<file path="src/rtl/serial_pkg.sv">
// Shared types and line levels for the serial transmitter.
package serial_pkg;

  typedef enum logic [2:0] {
    StIdle,
    StStart,
    StData,
    StParity,
    StStop
  } tx_state_t;

  localparam logic LINE_IDLE = 1'b1;
  localparam logic START_BIT = 1'b0;
  localparam logic STOP_BIT  = 1'b1;

endpackage

</file>
<file path="src/rtl/tx_bit_counter.sv">
// Loadable down-counter with zero flag; tracks remaining data bits of a frame.
module tx_bit_counter #(
  parameter int unsigned Width = 2
) (
  input  logic             clk,
  input  logic             n_reset,
  input  logic             load_i,
  input  logic [Width-1:0] load_val_i,
  input  logic             dec_i,
  output logic             zero_o
);

  logic [Width-1:0] cnt_d, cnt_q;

  // Next count: load has priority, decrement saturates at zero.
  always_comb begin
    cnt_d = cnt_q;
    if (load_i) begin
      cnt_d = load_val_i;
    end else if (dec_i && (cnt_q != '0)) begin
      cnt_d = cnt_q - 1'b1;
    end
  end

  // Count register with synchronous active-low reset.
  always_ff @(posedge clk) begin
    if (!n_reset) begin
      cnt_q <= '0;
    end else begin
      cnt_q <= cnt_d;
    end
  end

  assign zero_o = (cnt_q == '0);

endmodule

</file>
<file path="src/rtl/serial_tx.sv">
// Framed serial transmitter: start bit, N data bits LSB-first, optional even
// parity, stop bit. Bit timing paced by bit_en.
// Define SERIAL_TX_PARITY_EN to insert the even-parity bit before the stop bit.
module serial_tx
  import serial_pkg::*;
#(
  parameter int unsigned N = 4
) (
  input  logic         clk,
  input  logic         n_reset,
  input  logic [N-1:0] data,
  input  logic         valid,
  output logic         ready,
  input  logic         bit_en,
  output logic         sout,
  output logic         busy,
  output logic         done
);

  localparam int unsigned CntW = (N > 1) ? $clog2(N) : 1;

  tx_state_t    state_d, state_q;
  logic [N-1:0] shreg_d, shreg_q;
  logic         sout_d, sout_q;
  logic         done_d, done_q;
  logic         cnt_load, cnt_dec, cnt_zero;

`ifdef SERIAL_TX_PARITY_EN
  // Copy of the accepted word; parity must not see the shifting register.
  logic [N-1:0] word_d, word_q;
`endif

  tx_bit_counter #(
    .Width(CntW)
  ) u_bit_counter (
    .clk       (clk),
    .n_reset   (n_reset),
    .load_i    (cnt_load),
    .load_val_i(CntW'(N - 1)),
    .dec_i     (cnt_dec),
    .zero_o    (cnt_zero)
  );

  // Next-state, next line level and done pulse.
  always_comb begin
    state_d  = state_q;
    shreg_d  = shreg_q;
    sout_d   = sout_q;
    done_d   = 1'b0;
    cnt_load = 1'b0;
    cnt_dec  = 1'b0;
`ifdef SERIAL_TX_PARITY_EN
    word_d   = word_q;
`endif
    unique case (state_q)
      StIdle: begin
        sout_d = LINE_IDLE;
        // Accept ignores bit_en; the start bit lasts until the next strobe.
        if (valid) begin
          shreg_d = data;
`ifdef SERIAL_TX_PARITY_EN
          word_d  = data;
`endif
          sout_d  = START_BIT;
          state_d = StStart;
        end
      end
      StStart: begin
        if (bit_en) begin
          sout_d   = shreg_q[0];
          cnt_load = 1'b1;
          state_d  = StData;
        end
      end
      StData: begin
        if (bit_en) begin
          if (!cnt_zero) begin
            shreg_d = shreg_q >> 1;
            sout_d  = shreg_q[1];
            cnt_dec = 1'b1;
          end else begin
`ifdef SERIAL_TX_PARITY_EN
            sout_d  = ^word_q;
            state_d = StParity;
`else
            sout_d  = STOP_BIT;
            state_d = StStop;
`endif
          end
        end
      end
      StParity: begin
        if (bit_en) begin
          sout_d  = STOP_BIT;
          state_d = StStop;
        end
      end
      StStop: begin
        if (bit_en) begin
          sout_d  = LINE_IDLE;
          done_d  = 1'b1;
          state_d = StIdle;
        end
      end
      default: begin
        sout_d  = LINE_IDLE;
        state_d = StIdle;
      end
    endcase
  end

  // State, shift register and registered outputs; reset aborts any frame.
  always_ff @(posedge clk) begin
    if (!n_reset) begin
      state_q <= StIdle;
      shreg_q <= '0;
      sout_q  <= LINE_IDLE;
      done_q  <= 1'b0;
`ifdef SERIAL_TX_PARITY_EN
      word_q  <= '0;
`endif
    end else begin
      state_q <= state_d;
      shreg_q <= shreg_d;
      sout_q  <= sout_d;
      done_q  <= done_d;
`ifdef SERIAL_TX_PARITY_EN
      word_q  <= word_d;
`endif
    end
  end

  assign ready = (state_q == StIdle);
  assign busy  = (state_q != StIdle);
  assign sout  = sout_q;
  assign done  = done_q;

endmodule

</file>
<file path="config.mk">
export PLATFORM = sky130hd
export DESIGN_NAME = serial_tx
export DESIGN_NICKNAME = d
export VERILOG_FILES = /design/src/rtl/serial_pkg.sv /design/src/rtl/tx_bit_counter.sv /design/src/rtl/serial_tx.sv
export SDC_FILE = /design/constraint.sdc
export NUM_CORES = 1
export LEC_CHECK = 0
export ABC_CLOCK_PERIOD_IN_PS = 3100
export CORE_AREA = 2 2 39 41
export DETAILED_ROUTE_END_ITERATION = 7
export DIE_AREA = 0 0 41 43
export GPL_TIMING_DRIVEN = 0
export MAX_ROUTING_LAYER = met4
export PLACE_DENSITY_LB_ADDON = 0.12
export SLEW_MARGIN = 20
export SYNTH_ARGS = -nofsm -noshare
export SYNTH_HDL_FRONTEND = slang
export SYNTH_SLANG_ARGS = --single-unit
</file>
<file path="constraint.sdc">
create_clock -name clk -period 3.1 [get_ports clk]
set_input_delay 0.31 -clock clk [delete_from_list [all_inputs] [get_ports clk]]
set_output_delay 0.31 -clock clk [all_outputs]
set_load 0.01 [all_outputs]
</file>
==> flow_summary_export.csv, run 1 <==
group,metric,value,unit
cells_and_area,fin_util,0.564,
floorplan,fp_util,0.458,
synth,edf_count,0,
cells_and_area,bufAreaShareNonClock,0.167,
timing,fin_tns_setup,0,ps
synth,async_reset_ff_frac,0,
global_route,grt-busiest-layer,"met2",
power_and_ir_drop,power.group.top,"sequential cells",
timing,fmax,526,MHz
clocking,cts_num_sinks,11,
synth,yosysUniqueCellTypes,32,
synth,ys_ff,11,
cells_and_area,fillers,131,
cells_and_area,final_layout_top_logic_cells,"11 x dfxtp_1, 10 x clkdlybuf4s50_1, 7 x inv_1",
cells_and_area,stdcell_area,781,um2
synth,yosys_area,634,um2
synth,simple_gate_share,0.215,
detailed_routing,firstDrtPassIters,5,
worst_setup_path,rr_endpoint,"shreg_q[3]",
worst_setup_path,crit_type,"reg -> out",
clocking,cts-root-buf,"clkbuf_4",
clocking,cts_buffer_depth,2,
floorplan,die.size.y,43,um
cells_and_area,ff_latch_area,220,um2
floorplan,taps,16,
cells_and_area,clock_buffers,4,
status,status,"completed",
placement,preCtsSetupSlack,1320,ps
timing,maxSlewHeadroom,0.739,
synth,top_logic_kind,"AND-OR/OR-AND gates",
timing,tightest_slew,387,ps
worst_setup_path,cp.required,2790,ps
==> run 1: registers in the layout (all words and copies together) (netlist names) <==
signal / cells
state_q: 3
done: 1
u_bit_counter.cnt_q: 2
sout: 1
shreg_q: 4
==> run 1: per-layer routing <==
| metal | vias up | share of wire | wire [um] |
|---|---|---|---|
| met5 | - | 0 | 0 |
| met4 | 0 | 0.017 | 23 |
| met3 | 3 | 0.033 | 44 |
| met2 | 12 | 0.48 | 628 |
| met1 | 275 | 0.47 | 624 |
| li1 | 296 | - | - |
==> run 1: worst register-to-register path, cell delays in order, from the launching register on <==
cell	delay [ps]
dfxtp_1	350
inv_1	70
ha_1	200
and3b_1	190
buf_2	170
o21a_1	230
mux2i_1	200
run_1/m1.png
Scale: 12 px per um. Supply wires on this layer in gray.
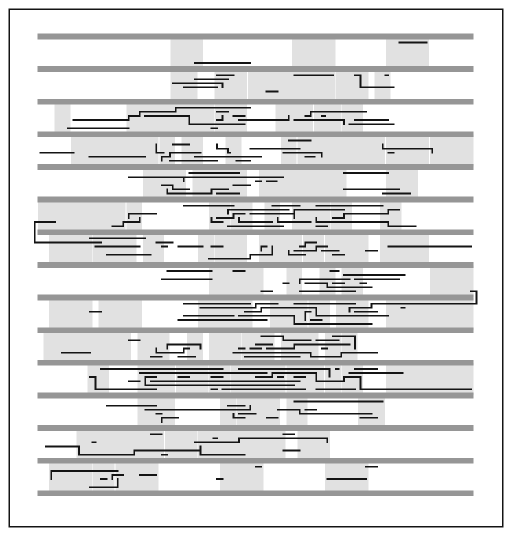
longest straight run	12.9 um
nets with wire on the layer	81
share of all routed wire	47%
main direction	horizontal
wire length on this layer	624 um
M1 GR Usage: 0.243
Total Wirelength: 1320 um
via count: 586

run_1/util_map.png
Scale: 8 px per um. 8 x 9 tiles, from dark blue (low) to red (high), 0 to 100% covered.
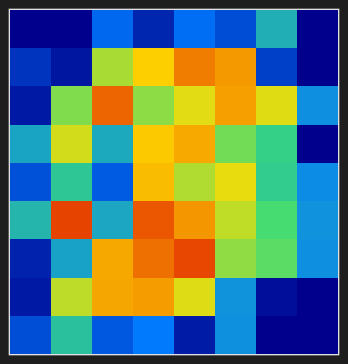
fullest tile	92%
densest ninth of the die	center
tiles over 75% full	22%

run_1/port_trees.png
Scale: 6 px per um.
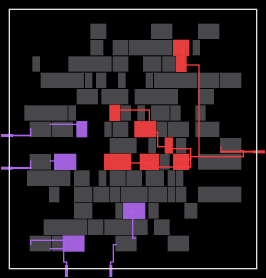
port	color	bits	direction	end cells	buffers	wire
data	purple	4	input	4	4	39.2 um
bit_en	red	1	input	8	1	73.3 um

run_1/placed.png
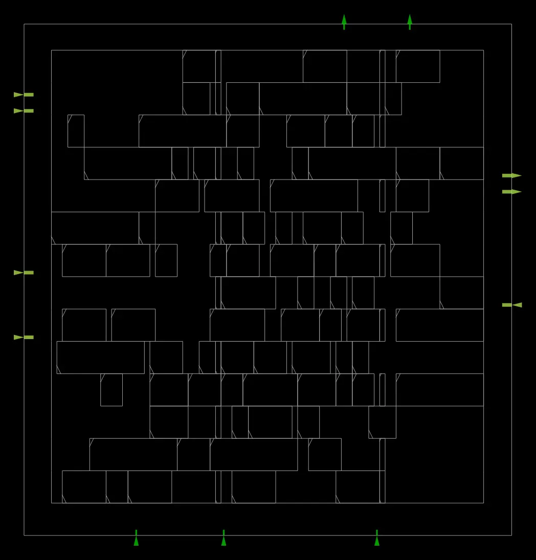
flip-flops: 11
area of the core: 0.00138 mm2

run_1/class_map.png
Scale: 8 px per um.
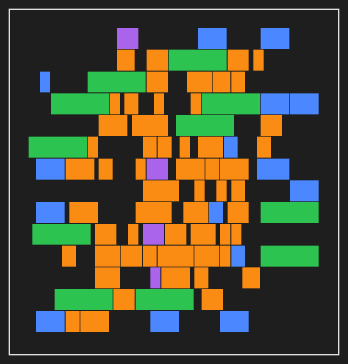

==> run 2: changes to the inputs <==
--- a/config.mk
+++ b/config.mk
@@ -5,10 +5,10 @@
 export SDC_FILE = /design/constraint.sdc
 export NUM_CORES = 1
 export LEC_CHECK = 0
-export ABC_CLOCK_PERIOD_IN_PS = 3100
-export CORE_AREA = 2 2 39 41
+export ABC_CLOCK_PERIOD_IN_PS = 1580
+export CORE_MARGIN = 2
+export CORE_UTILIZATION = 44
 export DETAILED_ROUTE_END_ITERATION = 7
-export DIE_AREA = 0 0 41 43
 export GPL_TIMING_DRIVEN = 0
 export MAX_ROUTING_LAYER = met4
 export PLACE_DENSITY_LB_ADDON = 0.12
==> constraint.sdc (replaced) <==
create_clock -name clk -period 1.58 [get_ports clk]
set_input_delay 0.158 -clock clk [delete_from_list [all_inputs] [get_ports clk]]
set_output_delay 0.158 -clock clk [all_outputs]
set_load 0.01 [all_outputs]
run_2/class_map.png
Scale: 10 px per um.
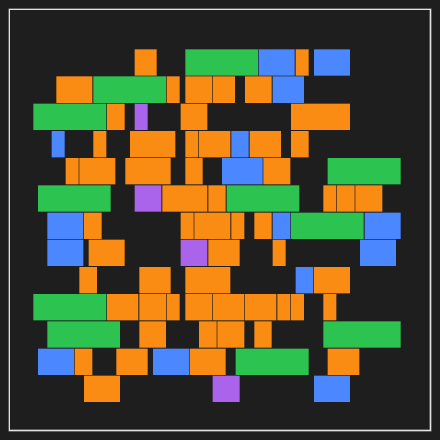
class	color	cells
registers	green	11
remaining buffers and delay cells	blue	15
remaining logic cells	orange	56
clock drivers and dummy loads	purple	4

==> flow_summary_export.csv, run 2 <==
group,metric,value,unit
status,status,"completed",
cells_and_area,clock_buffers,4,
placement,preCtsSetupSlack,-55.0,ps
cells_and_area,fin_util,0.603,
cells_and_area,ff_latch_area,221,um2
timing,tightest_slew,398,ps
clocking,cts_buffer_depth,2,
timing,fin_tns_setup,0,ps
cells_and_area,seq_cells,11,
synth,simple_gate_share,0.215,
power_and_ir_drop,power.group.top,"sequential cells",
floorplan,die.size.y,42.0,um
cells_and_area,final_layout_top_logic_cells,"10 x dfxtp_1, 9 x clkdlybuf4s50_1, 7 x inv_1",
global_route,grt_use_met1,0.241,
detailed_routing,vias,582,
detailed_routing,dr_wl_met2,596,um
detailed_routing,firstDrtPassIters,4,
synth,yosys_area,634,um2
cells_and_area,top_regs,"shreg_q (4), state_q (3), u_bit_counter.cnt_q (2)",
timing,maxSlewHeadroom,0.735,
floorplan,taps,15,
run 2: cell count changes in the layout (fill, tap and decap cells not counted):
cell / delta
dfxtp_1: -1
nor3_1: -1
dfxtp_2: +1
nor3_4: +1
o311ai_1: +1
clkdlybuf4s50_1: -1
dlygate4sd2_1: +1
nor2b_1: -1
nor2b_2: +1
o21a_1: -1
o311ai_0: -1
o21a_2: +1
run 2: timing repair:
item | in CTS | in global routing
gates resized | 2 | 5
endpoints found under the setup margin | 2 | 3
pin swaps | 1 | 0
cloned | 0 | 0
buffers inserted | 0 | 0
run 2: worst max-delay path, cell delays in order, from the launching register on:
cell and delay, ps:
dfxtp_1 360, nor3_4 210, inv_1 50, clkdlybuf4s50_1 470
run_2/m1.png
Scale: 12 px per um. Supply wires on this layer in gray.
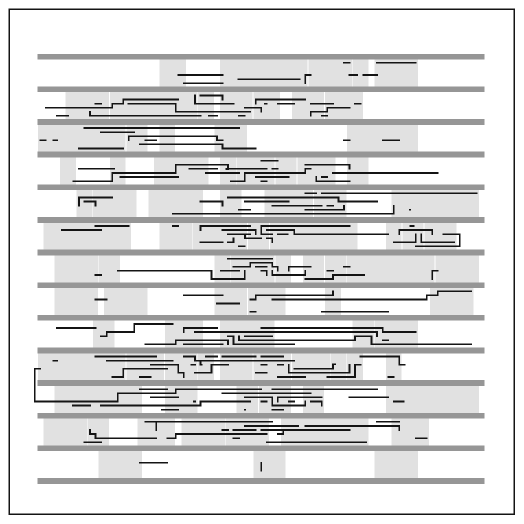

==> run 3: changes to the inputs <==
--- a/config.mk
+++ b/config.mk
@@ -5,7 +5,7 @@
 export SDC_FILE = /design/constraint.sdc
 export NUM_CORES = 1
 export LEC_CHECK = 0
-export ABC_CLOCK_PERIOD_IN_PS = 1580
+export ABC_CLOCK_PERIOD_IN_PS = 1400
 export CORE_MARGIN = 2
 export CORE_UTILIZATION = 44
 export DETAILED_ROUTE_END_ITERATION = 7
==> constraint.sdc (replaced) <==
create_clock -name clk -period 1.4 [get_ports clk]
set_input_delay 0.14 -clock clk [delete_from_list [all_inputs] [get_ports clk]]
set_output_delay 0.14 -clock clk [all_outputs]
set_load 0.01 [all_outputs]
run_3/m1.png
Scale: 12 px per um. Supply wires on this layer in gray.
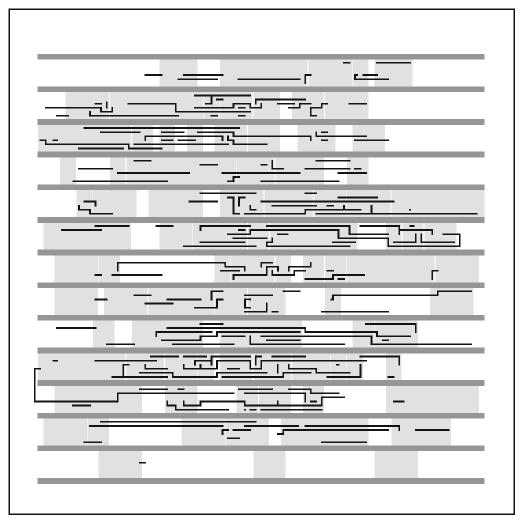
share of all routed wire	51%
wire length on this layer	699 um
longest straight run	13.3 um
nets with wire on the layer	84
main direction	horizontal
Total Wirelength: 1360 um
M1 GR Usage: 0.246

==> flow_summary_export.csv, run 3 <==
group,metric,value,unit
floorplan,die_area,0.00176,mm2
cells_and_area,num-nonclk-buffers,17,
clocking,cts_resized,13,
detailed_routing,dr_wl_met2,577,um
detailed_routing,firstDrtPassIters,4,
cells_and_area,seq_cells,11,
global_route,grt_max_degree,11,
detailed_routing,routed.top_layer,"met4",
worst_setup_path,path_buffers,1,
clocking,cts_setup_buffers,2,
synth,syn-cell-area,634,um2
synth,yosys_area,634,um2
worst_setup_path,cp.depth,4,
detailed_routing,vias,595,
cells_and_area,final_layout_top_logic_cells,"8 x clkdlybuf4s50_1, 7 x dfxtp_1, 5 x inv_1, 5 x mux2i_1",
run,warnings,27,
worst_setup_path,cp_slowest_stage_delay,460,ps
cells_and_area,fin_util,0.651,
cells_and_area,clock_buffers,4,
timing,fmax,739,MHz
clocking,cts_buffer_depth,2,
worst_setup_path,slowest_stage,"or4_1",
status,status,"completed",
power_and_ir_drop,powerDensity,905,mW/mm2
cells_and_area,top_regs,"shreg_q (4), state_q (3), u_bit_counter.cnt_q (2)",
detailed_routing,viasPerCell,5.78,
worst_hold_path,min_path_type,"in -> reg",
timing,maxSlewHeadroom,0.717,
synth,async_reset_ff_frac,0,
worst_setup_path,critPathTopFamily,"simple AND/OR/NAND/NOR gates",
cells_and_area,ff_latch_area,225,um2
cells_and_area,largest_reg_flops,4,
worst_setup_path,critical_path.cell_chain,"buf_6, o21a_1, or4_1, o31a_1",
floorplan,taps,15,
placement,place.gp.congestion,0.766,
detailed_routing,drt-met1-wl,698,um
worst_setup_path,ff2ff_setup_slack,50,ps
floorplan,die.size.y,42.0,um
timing,period_needed,1350,ps
floorplan,rows,13,
cells_and_area,bufAreaShareNonClock,0.175,
synth,yosysWarnings,0,
timing,tightest_slew,424,ps
synth,edf_count,0,
worst_setup_path,rr_endpoint,"sout",
clocking,cts_num_sinks,11,
run 3: per-stage QoR:
stage | TNS, ps | hold WS, ps | setup slack, ps
after floorplan | 0 | 280 | 57.7
after global placement | -1230 | 449 | -206
after detailed placement | -1280 | 456 | -217
after CTS | 0 | 242 | 1.69
after global routing | 0 | 298 | 0.223
final | 0 | 261 | 47.2
run 3: cells by family (layout without fill, tap and decap cells):
kind of cell	count (synthesis)	count (layout)	synth area share
multiplexers	5	5	0.0789
buffers and inverters	12	28	0.0888
AND/OR/NAND/NOR	22	22	0.215
adder cells (fa/ha/maj)	2	2	0.0394
AND-OR/OR-AND	20	20	0.231
flip-flops	11	11	0.347
run 3: power breakdown:
group / total (uW) / switching [uW] / internal (uW)
combinational: 184 / 84.3 / 99.2
sequential: 358 / 20.4 / 337
clock: 236 / 125 / 111
Power is estimated from default activity; no workload was simulated.
